`config.mk`:
```
export PLATFORM = sky130hd
export DESIGN_NAME = alu_result_stage
export DESIGN_NICKNAME = d
export VERILOG_FILES = /design/src/rtl/alu_result_stage.sv
export SDC_FILE = /design/constraint.sdc
export NUM_CORES = 1
export LEC_CHECK = 0
export ABC_AREA = 0
export CAP_MARGIN = 20
export CORE_UTILIZATION = 51
export CTS_BUF_LIST = sky130_fd_sc_hd__clkbuf_16
export CTS_CLUSTER_DIAMETER = 100
export CTS_CLUSTER_SIZE = 8
export DETAILED_ROUTE_END_ITERATION = 16
export PLACE_DENSITY = 0.86
export SLEW_MARGIN = 20
export SYNTH_ARGS = -nofsm -noshare
export SYNTH_HDL_FRONTEND = slang
export SYNTH_SLANG_ARGS = --single-unit
```
`constraint.sdc`:
```
create_clock -name clk -period 4.4 [get_ports clk]
set_input_delay 0.88 -clock clk [delete_from_list [all_inputs] [get_ports clk]]
set_output_delay 0.88 -clock clk [all_outputs]
set_load 0.005 [all_outputs]
```
`src/rtl/alu_result_stage.sv`:
```
// alu_result_stage: EX->MEM pipeline stage directly downstream of the ALU.
// Holds ALU results in a 2-entry skid buffer (head H, skid S) with
// valid/ready handshakes on both sides. It also resolves zero-based
// branches and provides a forwarding tap for decode/issue.
//
// Optional feature macro: ALU_OVF_TRAP_EN
//   defined   : an accepted entry with overflow & wb_en has its write-back
//               suppressed. trap pulses for one cycle and trap_count
//               increments, saturating at all-ones.
//   undefined : overflow is only carried to out_overflow; trap/trap_count are 0.
//
// Ports:
//   clk, rst_n        clock (rising edge), async active-low reset
//   flush             sync squash of all held entries (overrides accept)
//   in_valid/in_ready upstream handshake; in_ready is registered
//   in_result, in_overflow, in_zero, in_rd, in_wb_en, in_is_branch
//                     ALU result payload
//   out_valid/out_ready downstream handshake
//   out_result, out_rd, out_wb_en, out_overflow
//                     head entry payload, driven from flops
//   branch_taken      head is a branch compare with zero result
//   fwd_valid/fwd_rd/fwd_data
//                     forwarding tap from the head entry
//   trap, trap_count  overflow trap pulse and saturating trap counter
module alu_result_stage #(
  parameter int unsigned WIDTH      = 32,
  parameter int unsigned RD_W       = 5,
  parameter int unsigned TRAP_CNT_W = 8
) (
  input  logic                  clk,
  input  logic                  rst_n,
  input  logic                  flush,
  input  logic                  in_valid,
  output logic                  in_ready,
  input  logic [WIDTH-1:0]      in_result,
  input  logic                  in_overflow,
  input  logic                  in_zero,
  input  logic [RD_W-1:0]       in_rd,
  input  logic                  in_wb_en,
  input  logic                  in_is_branch,
  output logic                  out_valid,
  input  logic                  out_ready,
  output logic [WIDTH-1:0]      out_result,
  output logic [RD_W-1:0]       out_rd,
  output logic                  out_wb_en,
  output logic                  out_overflow,
  output logic                  branch_taken,
  output logic                  fwd_valid,
  output logic [RD_W-1:0]       fwd_rd,
  output logic [WIDTH-1:0]      fwd_data,
  output logic                  trap,
  output logic [TRAP_CNT_W-1:0] trap_count
);

  localparam int unsigned ST_W = 2;
  localparam logic [ST_W-1:0] ST_EMPTY = 2'd0;
  localparam logic [ST_W-1:0] ST_ONE   = 2'd1;
  localparam logic [ST_W-1:0] ST_TWO   = 2'd2;

  typedef struct packed {
    logic [WIDTH-1:0] result;
    logic             overflow;
    logic             zero;
    logic [RD_W-1:0]  rd;
    logic             wb_en;
    logic             is_branch;
  } entry_t;

  logic [ST_W-1:0] state_q, state_d;
  entry_t          h_q, h_d;
  entry_t          s_q, s_d;
  logic            in_ready_q, in_ready_d;
  logic            out_valid_q, out_valid_d;
  entry_t          in_entry;
  logic            accept;
  logic            drain;

  assign accept = in_valid & in_ready_q;
  assign drain  = out_valid_q & out_ready;

  // Incoming payload; with the trap feature an overflowing write is suppressed.
  always_comb begin
    in_entry.result    = in_result;
    in_entry.overflow  = in_overflow;
    in_entry.zero      = in_zero;
    in_entry.rd        = in_rd;
    in_entry.is_branch = in_is_branch;
`ifdef ALU_OVF_TRAP_EN
    in_entry.wb_en     = in_wb_en & ~in_overflow;
`else
    in_entry.wb_en     = in_wb_en;
`endif
  end

  // Occupancy FSM and data movement between H and S.
  always_comb begin
    state_d = state_q;
    h_d     = h_q;
    s_d     = s_q;
    case (state_q)
      ST_EMPTY: begin
        if (accept) begin
          h_d     = in_entry;
          state_d = ST_ONE;
        end
      end
      ST_ONE: begin
        if (accept && drain) begin
          h_d = in_entry;
        end else if (accept) begin
          s_d     = in_entry;
          state_d = ST_TWO;
        end else if (drain) begin
          state_d = ST_EMPTY;
        end
      end
      ST_TWO: begin
        if (drain) begin
          h_d     = s_q;
          state_d = ST_ONE;
        end
      end
      default: state_d = ST_EMPTY;
    endcase
    // Flush wins over any same-cycle accept; data may stay stale.
    if (flush) begin
      state_d = ST_EMPTY;
    end
    in_ready_d  = (state_d != ST_TWO);
    out_valid_d = (state_d != ST_EMPTY);
  end

  always_ff @(posedge clk or negedge rst_n) begin
    if (!rst_n) begin
      state_q     <= ST_EMPTY;
      h_q         <= '0;
      s_q         <= '0;
      in_ready_q  <= 1'b1;
      out_valid_q <= 1'b0;
    end else begin
      state_q     <= state_d;
      h_q         <= h_d;
      s_q         <= s_d;
      in_ready_q  <= in_ready_d;
      out_valid_q <= out_valid_d;
    end
  end

  assign in_ready     = in_ready_q;
  assign out_valid    = out_valid_q;
  assign out_result   = h_q.result;
  assign out_rd       = h_q.rd;
  assign out_wb_en    = h_q.wb_en;
  assign out_overflow = h_q.overflow;

  // Head-derived side outputs; gated by out_valid so stale data never leaks.
  assign branch_taken = out_valid_q & h_q.is_branch & h_q.zero;
  assign fwd_valid    = out_valid_q & h_q.wb_en & (h_q.rd != RD_W'(0));
  assign fwd_rd       = h_q.rd;
  assign fwd_data     = h_q.result;

`ifdef ALU_OVF_TRAP_EN
  logic                  trap_q, trap_d;
  logic [TRAP_CNT_W-1:0] trap_count_q, trap_count_d;

  // A trap is taken on accept, independent of a same-cycle flush.
  always_comb begin
    trap_d       = accept & in_overflow & in_wb_en;
    trap_count_d = trap_count_q;
    if (trap_d && (trap_count_q != {TRAP_CNT_W{1'b1}})) begin
      trap_count_d = trap_count_q + TRAP_CNT_W'(1);
    end
  end

  always_ff @(posedge clk or negedge rst_n) begin
    if (!rst_n) begin
      trap_q       <= 1'b0;
      trap_count_q <= '0;
    end else begin
      trap_q       <= trap_d;
      trap_count_q <= trap_count_d;
    end
  end

  assign trap       = trap_q;
  assign trap_count = trap_count_q;
`else
  assign trap       = 1'b0;
  assign trap_count = '0;
`endif

endmodule
```
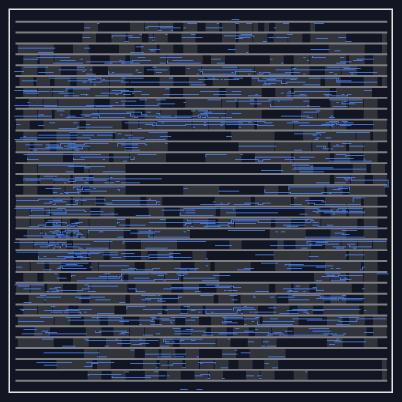
Fig. 1. Signal wires on met1 (run 1).
Scale: 4 px per um. Supply wires on this layer in grey.
wire length on this layer: 3,320 um
longest straight run: 33.6 um
share of all routed wire: 43%
main direction: horizontal
nets with wire on the layer: 339

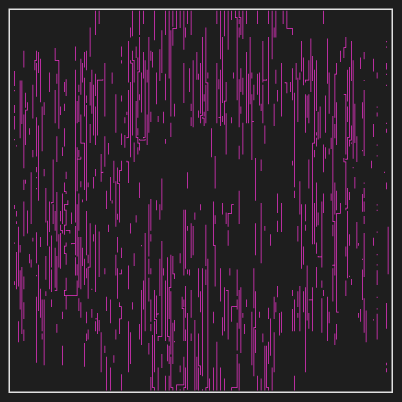
Fig. 2. Met2 routing (run 1).
Scale: 4 px per um.
wire length on this layer: 3,880 um
longest straight run: 38.1 um

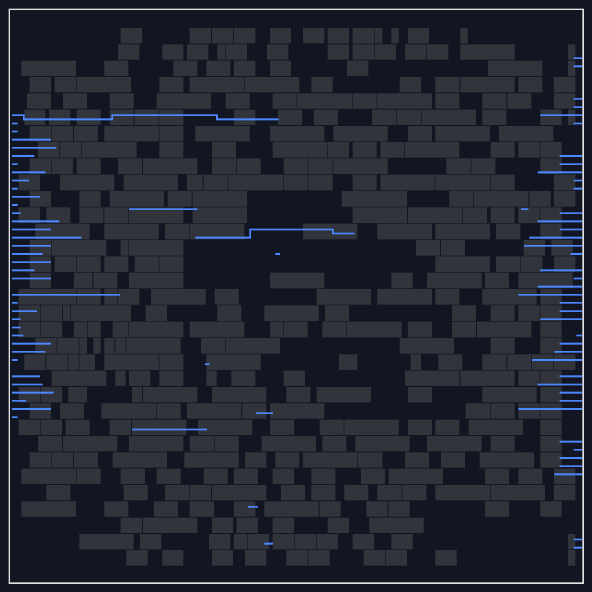
Fig. 3. Signal wires on met3 (run 1).
Scale: 6 px per um.
wire length on this layer: 417 um
longest straight run: 17.7 um
main direction: horizontal

==> reports/summary.txt, run 1 <==
status - finished clean
number of clock buffers in the layout - 9
share of the yosys chip area belonging to registers - 0.484
Yosys Instances - 326
register clock-pin slew on the reported worst setup and hold paths - 0.06 ns
Final WS setup - 1.69 ns
largest cell class by area - registers
average cell area after synthesis - 13.6 um^2
Worst path max stage delay - 0.45 ns
ports placed on the boundary - 135
Async SR Flop Fraction - 1.00
CTS resizes - 0
Cell Int Power - 2.16 mW
Non-Filler Cell Area, Final - 5420 um^2
endpoints failing hold - 0
quantity of I/O buffers inserted on ports - 125
WP data arrival - 1.83 ns
total tool warning count - 26
non-clock buffer total of the final layout - 126
Power Dens Cells - 533 nW/um^2
clock tree root driver cell - clkbuf_16
synthesized chip area reported by yosys - 4450 um^2
Highest Clock Rate - 369 MHz
relative contribution of combinational cells to total power - 0.316
gpl congestion - 0.788
detailed-routed wire length on met3 - 416 um
class of the tightest hold or removal check - flip-flop to flip-flop
Period Utilization, post-route - 0.616
Simple-Gate Area Share - 0.0177
Cells after DPL - 470
first-pass iteration count of the detailed router - 4
number of warnings issued by yosys - 0
met1 usage in global routing - 0.225
number of sinks handled by clock tree synthesis - 86
clock latency reported for the late side of the worst-skew pair - 0.33 ns
Commonest Layout Cell - clkdlybuf4s50_1
final tally of setup violations - 0
power of the sequential group - 1.24 mW
Max-area cell share - 0.478
antenna fix cells - 0
post-layout total power - 2.89 mW
Setup Skew - 0.00745 ns
met3 track utilization from global routing - 0.0463
multi-input logic cell count - 153
Critical Path, Cell by Cell - or3_1 > o311a_1 > clkdlybuf4s50_1
critical path launch point type - flip-flop
worst setup slack after placement - 1.41 ns
post-CTS repair timing setup buffer count - 0
maximum number of pins on one net before global-route repair - 87
cell area after synthesis - 4450 um^2
RSZ-0062 raised after global routing - false
total number of vias - 2,519
post-route non-filler standard cell count - 486
most frequently used cell type in the post-synthesis netlist - mux2_2
Comb group - 0.913 mW
vertical die size - 95.4 um
Top cells excl fill/tap - 124 x clkdlybuf4s50_1, 116 x mux2_2, 85 x dfrtp_1
slew at the pin with the worst max-slew slack - 1.02 ns
global-route layer with the greatest usage - met2
most area-hungry cell type in the Yosys netlist - dfrtp_1
Wirelength per Cell - 15.8 um
switching power summed over all nets - 0.726 mW
Crit. End Element - output port
Biggest register - s_q
reported clock group power - 0.732 mW
worst hold slack across all endpoints - 0.501 ns
Sequential Area - 2150 um^2
Non-CTS inverters - 0
share of total power in the clock network - 0.253
overall routing resource usage - 0.178
total grt overflow - 0
total length of routed met2 wires - 3880 um
H-tree levels - 3
flip-flop count of the largest register, all copies and words added - 41
clock tree from TritonCTS - built
top area cells in the synthesized netlist - dfrtp_1 48%, mux2_2 29%, buf_4 15%
dominant combinational cell family by area after synthesis - multiplexers
clock network area share - 0.0536
floorplan die area - 9100 um^2
most used flip-flop cell after synthesis - dfrtp_1
violation count after the first detailed-route iteration - 65
proportion of total power due to net switching - 0.251
CTS max path bufs - 2
number of global-route vias before repair - 2,535
maximum capacitance violations - 0
layout cell share with drive strength beyond 1 - 0.362
Layout Area Growth over Synthesis - 21.8%
routed via count divided by cell count - 5.18
antenna violations before repair - 0
Largest delay share family, worst path - buffers and inverters
final total negative setup slack - 0 ns
row count - 33
area occupied by multi-input gates - 1590 um^2
sequential portion of the cell area - 0.397
DRC violations left - 0
first-pass GRT wire length - 12,300 um
post-place instance area - 5130 um^2
endpoint required time on the critical path - 3.52 ns
yosys adder share - 0
share of the core filled by cells before placement - 0.533
met2 routing resource usage after global routing - 0.298
aoi/oai-family share of the synthesized area - 0.0191
met1 routed wirelength after detailed routing - 3320 um
#FFs+latches synth - 86
estimated wirelength of the detail-placed design - 5100 um
logic share of the area - 0.292
Top Metal Used - met4
CTS buffer count - 9
Pins Over Slew Limit - 0
final WL - 7690 um
gate count after technology mapping - 326
unique cell type count in the Yosys netlist - 25
slew margin rel. - 0.317
relative area of non-clock buffer cells in the final design - 0.232
top fanout value on the critical path - 4
critical path type - flip-flop to output port
Peak VDD IR - 0.000304 V
min cycle time layout - 2.71 ns
WP buf/inv - 1
leakage - 2.22 nW
Final Core Density - 0.650
group drawing the most power - sequential cells
CTS Hold Bufs - 0
number of tap instances - 105
critical-path cell with the highest stage delay - clkdlybuf4s50_1
register share of total power - 0.430
# fillers - 613
registers - 86
Die Wd - 95.4 um
flip-flops with a built-in enable - 0
antenna-violating nets left - 0
core area - 8340 um^2
ranking of synthesized cells by instance count - 116 x mux2_2, 87 x buf_4, 85 x dfrtp_1
xor/xnor share - 0
total number of nets in the final design - 422
-- run 1: worst paths after layout --
path	start	slack, ns	endpoint	cells past startpoint
setup / recovery	fwd_rd[1]$_DFFE_PN0P_	1.69	fwd_valid	3
hold / removal	s_q[7]$_DFFE_PN0P_	0.50	s_q[7]$_DFFE_PN0P_	1
setup reg to reg	out_valid$_DFF_PN0_	2.30	s_q[19]$_DFFE_PN0P_	3
hold reg to reg	s_q[7]$_DFFE_PN0P_	0.50	s_q[7]$_DFFE_PN0P_	1
max in group asynchronous	rst_n	3.27	fwd_data[5]$_DFFE_PN0P_	1
min in group asynchronous	rst_n	0.59	fwd_data[29]$_DFFE_PN0P_	1
## Run 2: what changed since run 1
CORE_UTILIZATION = 43   (was 51)
PLACE_DENSITY = 0.77   (was 0.86)
clock period = 2.37 ns   (was 4.4 ns; I/O delays follow)
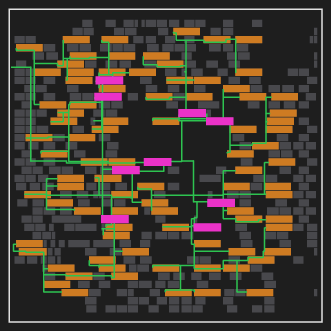
Fig. 4. Clock network drawn from the DEF (run 2).
Scale: 3 px per um.
legend:
  green:
    item: clock wires
    length: 1,040 um
  orange:
    item: flip-flops
    count: 86
  magenta:
    item: clock drivers
    count: 9
routed clock nets: 10
flops lie: all over the die

==> run 2 against run 1 <==
Compared with the run above:
- sequential power is 85% higher
- power up 83%
- combinational power rose by 91%
- final area rose by 1.9%
- non-clock buffer count grew 5
- global-route usage fell by 2.2 points
- clock skew fell by 0.0021 ns
- register-to-register slack got worse by 1.9 ns
- hold slack lost 0.38 ns
- first-iteration DRC count shrank 51%
- setup slack got worse by 1.3 ns
- die area rose by 18%
- critical path type unchanged
- largest cell class unchanged
==> reports/summary.txt, run 2 <==
final WL - 7930 um (+3.1%)
WP data arrival - 1.55 ns (-0.28 ns)
routed via count divided by cell count - 4.82 (-7.1%)
endpoints failing hold - 0 (unchanged)
detailed-routed wire length on met3 - 376 um (-9.6%)
met1 usage in global routing - 0.198 (-0.0274)
Largest delay share family, worst path - flip-flops
Die Wd - 104 um (+8.7%)
met2 routing resource usage after global routing - 0.264 (-0.0341)
DRC violations left - 0 (unchanged)
antenna-violating nets left - 0 (unchanged)
total length of routed met2 wires - 3930 um (+1.4%)
Async SR Flop Fraction - 1.00 (unchanged)
Crit. End Element - output port
slew at the pin with the worst max-slew slack - 0.517 ns (-0.504 ns)
Top cells excl fill/tap - 123 x clkdlybuf4s50_1, 116 x mux2_2, 85 x dfrtp_1
antenna fix cells - 0 (unchanged)
endpoint required time on the critical path - 1.90 ns (-1.62 ns)
min cycle time layout - 2.02 ns
Period Utilization, post-route - 0.853
CTS Hold Bufs - 0 (unchanged)
endpoint of the worst register-to-register path - fwd_rd[4]$_DFFE_PN0P_
Peak VDD IR - 0.000504 V (+66%)
first-pass iteration count of the detailed router - 4 (unchanged)
number of clock buffers in the layout - 9 (unchanged)
register clock-pin slew on the reported worst setup and hold paths - 0.06 ns (about the same)
Commonest Layout Cell - clkdlybuf4s50_1
Setup Skew - 0.00532 ns (-0.00213 ns)
logic depth of the worst path, buffers included - 3 (unchanged)
# fillers - 843 (+38%)
quantity of I/O buffers inserted on ports - 125 (unchanged)
row count - 36 (+9.1%)
violation count after the first detailed-route iteration - 32 (-51%)
Sequential Area - 2150 um^2 (unchanged)
total number of vias - 2,500 (-0.75%)
reg2reg start - state_q[0]$_DFF_PN0_
CTS buffer count - 9 (unchanged)
Layout Area Growth over Synthesis - 24.1%
final total negative setup slack - 0 ns (unchanged)
most used flip-flop cell after synthesis - dfrtp_1
unique cell type count in the Yosys netlist - 25 (unchanged)
number of sinks handled by clock tree synthesis - 86 (unchanged)
estimated wirelength of the detail-placed design - 5450 um (+6.9%)
Top Metal Used - met4
#FFs+latches synth - 86 (unchanged)
met1 routed wirelength after detailed routing - 3530 um (+6.4%)
Biggest register - s_q
multi-input logic cell count - 153 (unchanged)
Power Dens Cells - 955 nW/um^2 (+79%)
area occupied by multi-input gates - 1590 um^2 (unchanged)
CTS resizes - 0 (unchanged)
vertical die size - 104 um (+8.7%)
Highest Clock Rate - 495 MHz
leakage - 2.28 nW (+2.5%)
CTS max path bufs - 2 (unchanged)
top fanout value on the critical path - 4 (unchanged)
ranking of synthesized cells by instance count - 116 x mux2_2, 87 x buf_4, 85 x dfrtp_1
registers - 86 (unchanged)
post-layout total power - 5.27 mW (+83%)
largest cell class by area - registers
clock tree from TritonCTS - built
sequential portion of the cell area - 0.390 (-0.00729)
number of warnings issued by yosys - 0 (unchanged)
share of the yosys chip area belonging to registers - 0.484 (unchanged)
Non-CTS inverters - 0 (unchanged)
total tool warning count - 26 (unchanged)
antenna violations before repair - 0 (unchanged)
slew margin rel. - 0.655 (+0.338)
average cell area after synthesis - 13.6 um^2 (unchanged)
critical path type - flip-flop to output port
total grt overflow - 0 (unchanged)
RSZ-0062 raised after global routing - false
Yosys Instances - 326 (unchanged)
ports placed on the boundary - 135 (unchanged)
flip-flop count of the largest register, all copies and words added - 41 (unchanged)
Critical Path, Cell by Cell - or3_1 > o311a_1 > dlymetal6s2s_1
WP buf/inv - 1 (unchanged)
flip-flops with a built-in enable - 0 (unchanged)
share of the core filled by cells before placement - 0.449 (-0.0845)
total number of nets in the final design - 427 (+1.2%)
status - finished clean
maximum capacitance violations - 0 (unchanged)
Max-area cell share - 0.478 (unchanged)
relative area of non-clock buffer cells in the final design - 0.246 (+0.0136)
number of tap instances - 133 (+27%)
final tally of setup violations - 0 (unchanged)
top area cells in the synthesized netlist - dfrtp_1 48%, mux2_2 29%, buf_4 15%
core area - 9910 um^2 (+19%)
Worst setup startpoint - fwd_rd[0]$_DFFE_PN0P_
slack of the worst reg-to-reg path - 0.44 ns (-1.86 ns)
layout cell share with drive strength beyond 1 - 0.368 (+0.00567)
Final Core Density - 0.557 (-0.0927)
logic share of the area - 0.287 (-0.00537)
overall routing resource usage - 0.156 (-0.0224)
global-route layer with the greatest usage - met2
gpl congestion - 0.722 (-8.4%)
gate count after technology mapping - 326 (unchanged)
Wirelength per Cell - 15.3 um (-3.4%)
critical path launch point type - flip-flop
most area-hungry cell type in the Yosys netlist - dfrtp_1
non-clock buffer total of the final layout - 131 (+4.0%)
maximum number of pins on one net before global-route repair - 49 (-44%)
met3 track utilization from global routing - 0.0327 (-0.0135)
floorplan die area - 10,800 um^2 (+18%)
Setup crit end - fwd_valid
R2R cell count - 4 (+1)
first-pass GRT wire length - 13,400 um (+9.0%)
most frequently used cell type in the post-synthesis netlist - mux2_2
H-tree levels - 3 (unchanged)
cell area after synthesis - 4450 um^2 (unchanged)
number of global-route vias before repair - 2,655 (+4.7%)
post-CTS repair timing setup buffer count - 1 (+1)
critical-path cell with the highest stage delay - dfrtp_1
synthesized chip area reported by yosys - 4450 um^2 (unchanged)
clock network area share - 0.0467 (-0.00687)
Pins Over Slew Limit - 0 (unchanged)
class of the tightest hold or removal check - input pin to asynchronous set/reset pin
clock latency reported for the late side of the worst-skew pair - 0.32 ns (about the same)
Worst path max stage delay - 0.40 ns (-0.05 ns)
clock tree root driver cell - clkbuf_16
-- run 2: cell counts after synthesis --
No cell type changed its count.
-- run 2: logic make-up after synthesis --
group                  Yosys count  share of synthesized area
buffers and inverters           95                      0.167
AOI/OAI and AO/OA                8                     0.0191
and+or+nand+nor                 13                     0.0177
DFF                             86                      0.484
other                            1                   0.000843
muxes                          123                      0.311
-- run 2: through the flow --
step                      setup slack, ns  instance area, um^2  cells  hold slack (ns)
after global routing                0.279                 5520    519            0.156
after detailed placement            0.116                 5250    502            0.482
final                               0.348                 5520    519            0.117
after global placement              0.178                 5250    502            0.472
after CTS                          0.0197                 5520    519            0.133
after floorplan                     0.785                 4480    334            0.178
-- run 2: report_power, final --
group	internal [mW]	switching, mW
Sequential	1.99	0.311
Combinational	1.25	0.492
Clock	0.693	0.539
Power figures rest on the tool's default switching activity, not on a simulated workload.
